run_1/placed.png
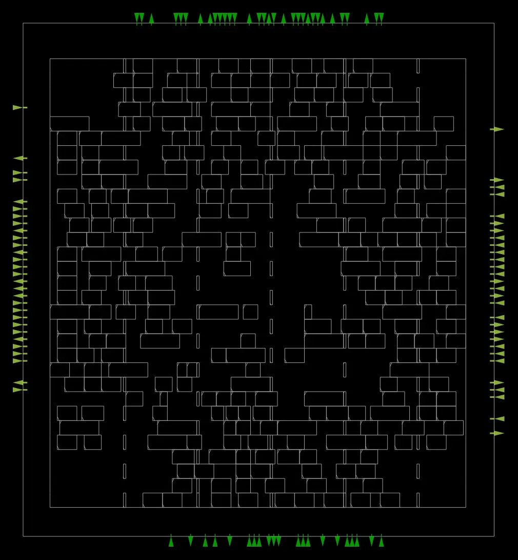
run_1/route_heat.png
18 x 19 tiles, from black (low) to pale yellow (high), scaled to the fullest tile. Values are wire area over tile area, all layers added.
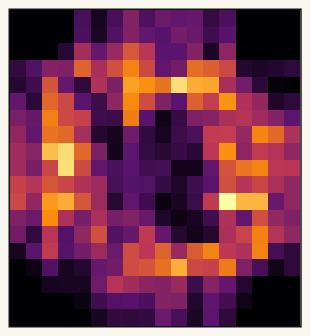
run_1/clock_wires.png
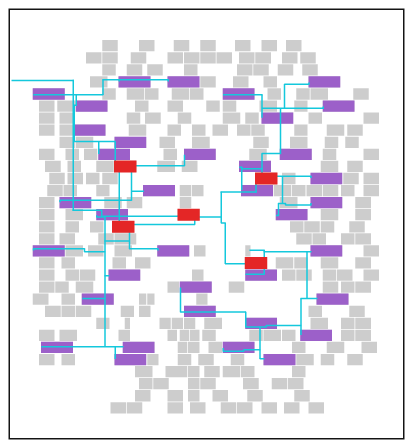
run_1/gates.png
Bar = 20 um.
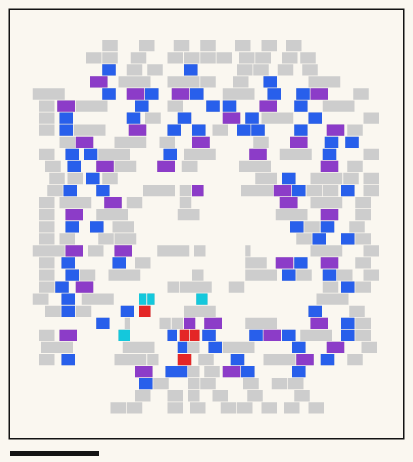
==> config.mk <==
export PLATFORM = sky130hd
export DESIGN_NAME = noc_out_port_arbiter
export DESIGN_NICKNAME = d
export VERILOG_FILES = /design/src/rtl/noc_out_port_arbiter.sv
export SDC_FILE = /design/constraint.sdc
export NUM_CORES = 1
export LEC_CHECK = 0
export CAP_MARGIN = 0
export CORE_ASPECT_RATIO = 1.1
export CORE_MARGIN = 5
export CORE_UTILIZATION = 30
export CTS_CLUSTER_SIZE = 10
export DETAILED_ROUTE_END_ITERATION = 10
export PLACE_DENSITY = 0.64
export SKIP_CTS_REPAIR_TIMING = 1
export SYNTH_ARGS = -nofsm -noshare
export SYNTH_HDL_FRONTEND = slang
export SYNTH_SLANG_ARGS = --single-unit
==> constraint.sdc <==
create_clock -name i_sclk -period 2.5 [get_ports i_sclk]
set_input_delay 0.375 -clock i_sclk [delete_from_list [all_inputs] [get_ports i_sclk]]
set_output_delay 0.375 -clock i_sclk [all_outputs]
set_load 0.02 [all_outputs]
==> results.txt <==
The flow completed. The flow ran to the end, and the final reports show no timing, DRC or antenna violations. In this run, the synthesized area fraction spent on adder and majority cells is recorded as 0%. Number of combinational gates with multiple inputs landed at 116. Combinational logic burns 31.8% of the power.

The critical path goes through clkdlybuf4s50_1 > nand2_2 > and3_1 > and2_1 > clkdlybuf4s50_1. On the critical path the data arrives at 1.87 ns. The largest total area in the synthesized netlist belongs to dfxtp_1. Total buffers and inverters traversed by the critical path landed at 2.

Per STA, the worst path accumulates the most delay in the family buffers and inverters. Peak fanout along the critical path landed at 4. Per the slew report, the remaining headroom to the max-slew limit stands at 71.9%.

The final report lists the setup-violating endpoint count as 0. The internal power of the cells totals 1.15 mW. Area added between synthesis and finish landed at 56.9%. Sequential-to-total area share from yosys stat landed at 36.3%. Sorting the synthesized cells by area gives the leading types as dfxtp_1, nand4b_1, o2111a_1, buf_2, buf_6. Before any placement, the netlist area is recorded as approximately 0.0020 mm^2.

Number of iterations in the first detailed-routing pass landed at 4. Yosys reports that the most numerous cell types are nand4b_1, dfxtp_1, o2111a_1. Simple-gate area share of the yosys netlist landed at 32.1%. Max-slew check failures listed in the final report amount to 0. Routability-driven placement finished with a final weighted congestion of around 0.67. The routed wirelength on the met1 layer is recorded as roughly 2800 um. Of the post-synthesis cell area, the dominant cell type holds about 36%. Synthesized-area fraction occupied by ao, oa, aoi and oai cells landed at 20.7%. Warnings reported by Yosys during synthesis add up to 0. The synthesis stat section lists a flop and latch total of 37. The count of nets left with antenna violations once routing finished came out at 0. In the synthesis report, Yosys lists the chip area as a little over 0.002 mm^2. The synthesis run identifies the leading combinational cell family as simple AND/OR/NAND/NOR gates. Worst-case setup slack after placement landed at 0.243 ns.

As logged by OpenROAD, the buffers inserted on ports number 110. Post-synthesis async set-or-reset flop share landed at 0%. IR analysis of the VDD net gives a maximum drop of 0.291 mV. TritonCTS built the clock tree.

The initial antenna violation count is 0. Well-tap cell count landed at 82. Final hold analysis gives a worst-case slack of 0.535 ns. In the final timing run, aggregate negative setup slack is 0 ns. Looking at the clock tree report, the root buffer type is clkbuf_8.

Net switching share of the total power landed at approximately 29%. The placed instances occupy a cell area of 0.00311 mm^2. Power comes to about 1.6 mW. Summed area of non-filler cells in the final layout landed at 0.00320 mm^2. The final timing report derives a shortest allowable period of roughly 2.2 ns. After floorplanning, the core was sized to cover 0.00659 mm^2.

According to the hold report, the worst path is of the reg2reg type. Hold-check failures listed in the final report amount to 0. The timing report shows that the slowest cell on the worst path is clkdlybuf4s50_1.

Dividing the final minimum period by the clock period gives 89.8%. STA classifies the critical path endpoint as an output port. Dividing the detail-routed wire length by the instance count gives between 15 and 20 um. In this run the mean area of a mapped cell was between 10 and 15 um^2.

In the setup report, the worst path falls into the class in2out. Sum of met3 wire segment lengths after detailed routing landed at 553 um. Total number of sequential cells landed at 37. Share of final-layout standard cells stronger than drive strength 1 landed at under 10%. The repair_antennas step left the layout with diodes totalling 0. Per the OpenROAD timing report, the critical path contains 5 cells. Summing the areas of all xor and xnor instances in the mapped netlist gives 0% of the synthesized area. The stage logs contain a warning count of 26. Met2 track utilization from global routing landed at 27.5%. Horizontal extent of the die landed at 88.6 um. Per the CTS log, the buffer count on the longest clock path is 2. Post-layout net count landed at 355. Half-perimeter wire length after placement landed at 4620 um. The number of nets handed over by synthesis was 257. Maximum clock frequency landed at about 450 MHz. After layout, the buffer instance count without clock buffers stands at ~120. After detailed routing, no signal wire sits above met4. For this design the total switching power over the nets is between 0.4 and 0.5 mW. Final critical-path setup slack landed at 0.255 ns.

The multi-input combinational cells in the finished layout cover a total of 0.00108 mm^2. The worst register-to-register path has a depth of 5. In the Yosys report the total cell count is 184. met2 is the most crowded layer. Using the TritonRoute via totals, the vias-per-cell ratio works out to 5.66. Sequential power landed at 0.677 mW. Maximum number of pins on one net before global-route repair landed at 38.

The number of cells on the worst hold path is listed as 1. Global-route track usage on met3 landed at 5.00%. Total global routing track utilization landed at 15.6%. Count of distinct cell types in the synthesized netlist landed at 20. In the final layout, excluding clock inverters the inverter count is 0. The H-tree was split into 2 levels. In this run, synthesis inferred 0 flip-flops with an integrated enable. The clock buffers instantiated in the layout total 7. Looking at the area split, the leading class of cells is non-clock buffers. Combinational cells consume a total of around 0.51 mW. Once layout is complete, the utilization of the core stands at 48.5%. By instance count, the leading cell after synthesis is nand4b_1. Detailed-route DRC error count landed at 0. The timing report shows the most common cell along the critical path to be clkdlybuf4s50_1.

For this configuration, the core starts out at a cell density of a little under a third. Instance tally after logic synthesis landed at around 180. Reported max-cap violation count landed at 0.

The vertical die dimension reported for this design is 96.5 um. Looking at the max-slew report, the worst-margin pin has a slew of 0.422 ns. Sequential group share of total power landed at 42.0%. The group that draws the most power in this run is sequential cells.

In the final layout, non-clock buffers account for a little under two fifths of the cell area. Clock network area share landed at 2.70%. Number of buffers inserted during clock tree synthesis landed at 5. The share of total power dissipated in the clock network is 26.2%. Setup repair after global routing left no endpoint under its margin. After global routing the overflow that remains totals 0. According to the timing report, the data required time at the worst endpoint equals 2.12 ns. Across the whole layout, storage elements make up 23.2% of the cell area.

For met1 alone, demand over resource in global routing was 18.2%. Once placement completed, the tool counted placed cells totaling around 360. In the final layout, flip-flops and latches occupy about 740 um^2. The register with the most flip-flops in the layout has 34 of them. Static leakage landed at approximately 1.1 nW.

The chip occupies 0.00854 mm^2. TritonCTS reports the number of clock sinks as 37. In the synthesized netlist the dominant register cell turns out to be dfxtp_1. Multiplexer share of the synthesized area landed at 0%. On the worst path, the slowest cell contributes a delay of 0.55 ns. STA classifies the critical path startpoint as an input port. Looking at the worst setup and hold paths, the clock pins of their registers show a slew of roughly 0.070 ns. Clock network power for this build is roughly 0.42 mW.

The filler cells instantiated in the layout total about 660. The most common logic cells in the final layout are clkdlybuf4s50_1, nand4b_1, dfxtp_1. Global-route wire length before repair landed at 10400 um. In this run the count of I/O pins placed on the die edge is approximately 110.

Power spread over the standard cell area amounts to roughly 500 mW/mm^2.
About placed.png:
final std cells w/o fill: 364
Std-Cell Rows: 31

About route_heat.png:
nearly empty tiles = 14%
tiles over half the peak = 22%
mean over tiles = 0.13
fullest tile = 0.41
vias after detailed routing: 2062
overall routed net length: 6760 um

About clock_wires.png:
clock wires -> cyan  # length 538 um
flip-flops -> purple  # count 37
clock-net drivers -> red  # count 5
routed clock nets = 6
clock skew after layout: 0.00186 ns
clock latency of the later-clocked register in the worst-skew pair: 0.28 ns

About gates.png:
aoi and oai cells -> cyan  # cells 4
nand cells -> blue  # cells 71
and/or cells -> red  # cells 4, where south
non-inverting ao/oa cells -> purple  # cells 36
Commonest Layout Cell: clkdlybuf4s50_1
multi-input gate share of total cell area: 33.7%

Power figures rest on the tool's default switching activity, not on a simulated workload.
